==> config.mk <==
export PLATFORM = sky130hd
export DESIGN_NAME = mem_arbiter
export DESIGN_NICKNAME = d
export VERILOG_FILES = /design/src/rtl/mem_arbiter.sv
export SDC_FILE = /design/constraint.sdc
export NUM_CORES = 1
export LEC_CHECK = 0
export ABC_AREA = 1
export CORE_AREA = 8 8 117 119
export CTS_CLUSTER_SIZE = 10
export DETAILED_ROUTE_END_ITERATION = 8
export DIE_AREA = 0 0 125 127
export DONT_BUFFER_PORTS = 1
export GPL_TIMING_DRIVEN = 0
export PLACE_DENSITY = 0.67
export SYNTH_ARGS = -nofsm -noshare
export SYNTH_HDL_FRONTEND = slang
export SYNTH_SLANG_ARGS = --single-unit
==> constraint.sdc <==
create_clock -name clk -period 1.58 [get_ports clk]
set_input_delay 0.316 -clock clk [delete_from_list [all_inputs] [get_ports clk]]
set_output_delay 0.316 -clock clk [all_outputs]
set_load 0.02 [all_outputs]
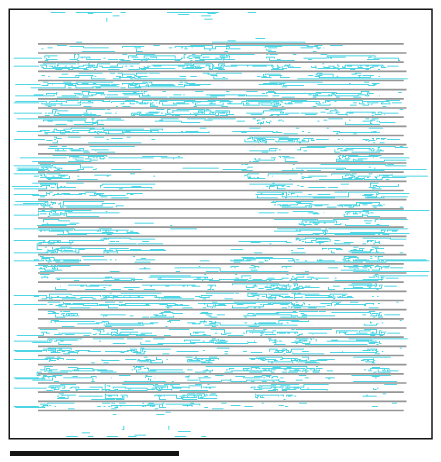
**Above:** metal 1.
The bar under the picture is 50 um long. Supply wires on this layer in grey.
The longest straight run is 32.7 um. The layer carries 7190 um of wire.
Routed Wire Length: 20300 um
vias after detailed routing: 5606
met1 usage in global routing: 23.3%

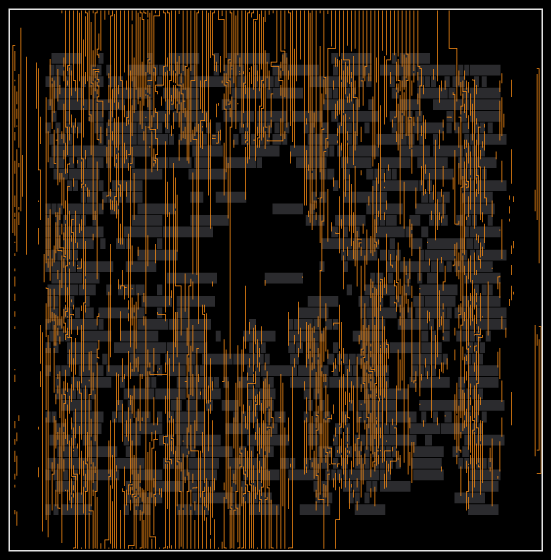
**Above:** met2 routing.
Cells faint in the background.
The wires run mostly vertical. The layer carries 10500 um of wire.
global-route track usage on met2: 44.7%

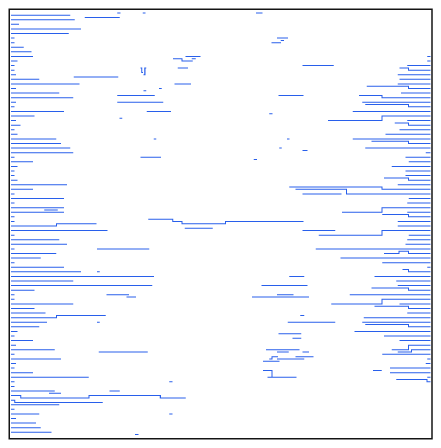
**Above:** signal wires on met3.
The layer holds 11% of the routed length. 201 nets have wire on it. The wires run mostly horizontal. The longest straight run is 42.1 um.
global routing usage on met3: 11.6%

==> results_tabular.tex <==
% Auto-generated results table
\begin{tabular}{lr}
\hline
Metric & Value \\
\hline
\multicolumn{2}{l}{\textbf{Logic synthesis}} \\
\quad Top-count cell post-synth & sky130\_fd\_sc\_hd\_\_nand2\_1 \\
\quad Post-synthesis register bit count & 153 \\
\quad Mean instance size in the synthesized netlist & 7.43 um2 \\
\quad Sequential area share after synthesis & 50.5\% \\
\quad Yosys simple share & 28.0\% \\
\quad Mux share of post-synthesis cell area & 0\% \\
\quad Area of the synthesized netlist per yosys stat & 6060 um2 \\
\quad FA/HA/MAJ Cells, Area Fraction & 0.413\% \\
\quad Cell taking the most area after synthesis & sky130\_fd\_sc\_hd\_\_dfxtp\_1 \\
\quad Count of warnings emitted by yosys & 0 \\
\quad Number of enable flip-flop cells & 0 \\
\quad Yosys cell types & 29 \\
\multicolumn{2}{l}{\textbf{Clock tree}} \\
\quad Root cell of the clock tree & sky130\_fd\_sc\_hd\_\_clkbuf\_16 \\
\quad Number of CTS-inserted buffers & 17 \\
\quad Clock transition time at the flip-flop clock pins of the worst setup and hold paths & 60 ps \\
\quad CTS resizes & 14 \\
\quad Cts hold-fix bufs & 0 \\
\quad Post-CTS repair timing setup buffer count & 6 \\
\multicolumn{2}{l}{\textbf{Cells and area}} \\
\quad Count of non-filler cells in the finished layout & 1005 \\
\quad Clk cell area share & 7.64\% \\
\quad Multi-input combinational cell count & 587 \\
\quad Number of sequential cells & 153 \\
\quad Count of inverters not on the clock network in the layout & 26 \\
\quad Layout cells sized above 1 & 11.2\% \\
\quad Combinational share of cell area & 36.8\% \\
\quad Relative area of non-clock buffer cells in the final design & 8.12\% \\
\quad Dominant class by area & registers \\
\multicolumn{2}{l}{\textbf{Timing}} \\
\quad Number of hold-slack violations in the final timing report & 0 \\
\quad Achievable clock frequency & 604 MHz \\
\quad Number of max-slew violations in the final report & 0 \\
\quad Final setup vio count & 2 \\
\quad Setup ws final & -75.0 ps \\
\quad Period utilisation layout & 105\% \\
\quad Fin Clk Skew & 4.02 ps \\
\quad Max-slew headroom & 62.0\% \\
\quad Slew @ Worst Pin & 569 ps \\
\multicolumn{2}{l}{\textbf{Placed design}} \\
\quad Post-Place Worst Slack & -112 ps \\
\quad Buffers on Ports & 0 \\
\quad Final estimated routing congestion in global placement & 0.888 \\
\quad Half-perimeter wire length after placement & 16000 um \\
\multicolumn{2}{l}{\textbf{Critical path}} \\
\quad Library cell contributing the largest single delay on the critical path & sky130\_fd\_sc\_hd\_\_dfxtp\_4 \\
\quad Launching element type of the critical path & flop \\
\quad Worst R2R Path Depth & 8 \\
\quad Cell count along the critical path & 4 \\
\quad Most frequent cell on the critical path & sky130\_fd\_sc\_hd\_\_nor2\_4 \\
\quad Largest fanout on the critical path & 5 \\
\quad Data arrival time at the worst-slack endpoint & 1340 ps \\
\quad Critical path class & reg -> out \\
\quad Required time of the critical path & 1260 ps \\
\quad Crit path max-delay family & flip-flops \\
\multicolumn{2}{l}{\textbf{Die}} \\
\quad DIE WIDTH & 125 um \\
\quad Boundary Pins & 316 \\
\quad Die outline height & 127 um \\
\multicolumn{2}{l}{\textbf{Power and ir drop}} \\
\quad Static power due to leakage & 0.00265 uW \\
\quad Power Internal & 7410 uW \\
\quad Power of the clock network & 3710 uW \\
\quad Switch Pwr & 3750 uW \\
\quad Maximum resistive drop on vdd & 0.000930 V \\
\quad Areal power density over the cells & 1580 nW/um2 \\
\quad Fraction of power spent switching nets & 33.6\% \\
\multicolumn{2}{l}{\textbf{Routing}} \\
\quad First drt pass iteration count & 5 \\
\quad Antenna viol nets, final & 0 \\
\quad Routed metal-1 wirelength & 7190 um \\
\quad Length of routed met2 wiring & 10500 um \\
\quad Mean number of vias per cell & 5.58 \\
\quad Total DRC errors in the routed layout & 0 \\
\quad Highest routed layer & met4 \\
\multicolumn{2}{l}{\textbf{Global route}} \\
\quad Number of global-route vias before repair & 5512 \\
\quad Largest net degree at the start of global routing & 17 \\
\quad Antenna violations before repair & 0 \\
\quad GR peak layer & met2 \\
\quad Wire length of the first global-routing pass & 30700 um \\
\multicolumn{2}{l}{\textbf{Outcome}} \\
\quad Violations in the final reports & setup timing \\
\quad Run status & finished, violations left \\
\hline
\end{tabular}
[metrics by stage]
stage | TNS, ps | total power, uW | utilization (%) | area [um2]
global route | -321 | 11600 | 59.9 | 7070
detailed placement | -5210 | 7130 | 52.9 | 6250
finish | -124 | 11200 | 59.9 | 7070
CTS | -213 | 11000 | 58.7 | 6940
global placement | -3860 | 7050 | 52.9 | 6250
floorplan | 0 | 6550 | - | 6060
[layout by cell type, fill, tap and decap left out, types with 2 or more instances in the layout]
master,netlist,final
sky130_fd_sc_hd__nand2_1,253,253
sky130_fd_sc_hd__dfxtp_1,153,150
sky130_fd_sc_hd__nor2_1,147,146
sky130_fd_sc_hd__o21ai_0,71,71
sky130_fd_sc_hd__a31oi_1,65,65
sky130_fd_sc_hd__inv_1,22,19
sky130_fd_sc_hd__clkbuf_16,0,19
sky130_fd_sc_hd__clkbuf_1,22,17
sky130_fd_sc_hd__a21oi_1,16,16
sky130_fd_sc_hd__buf_4,9,12
sky130_fd_sc_hd__buf_6,9,10
sky130_fd_sc_hd__nand3_1,9,9
sky130_fd_sc_hd__clkbuf_2,2,8
sky130_fd_sc_hd__inv_2,4,7
sky130_fd_sc_hd__clkinvlp_4,0,5
sky130_fd_sc_hd__buf_12,0,4
sky130_fd_sc_hd__buf_8,0,4
sky130_fd_sc_hd__nand4_1,4,4
sky130_fd_sc_hd__nor3_1,4,4
sky130_fd_sc_hd__nor2_4,3,3
sky130_fd_sc_hd__clkinv_2,0,3
sky130_fd_sc_hd__clkbuf_8,0,3
sky130_fd_sc_hd__nand2_2,2,2
sky130_fd_sc_hd__nand3_2,2,2
sky130_fd_sc_hd__or2_2,2,2
sky130_fd_sc_hd__ha_1,2,2
sky130_fd_sc_hd__inv_6,0,2
sky130_fd_sc_hd__bufbuf_16,0,2
sky130_fd_sc_hd__dfxtp_4,0,2
Power is estimated from default activity; no workload was simulated.
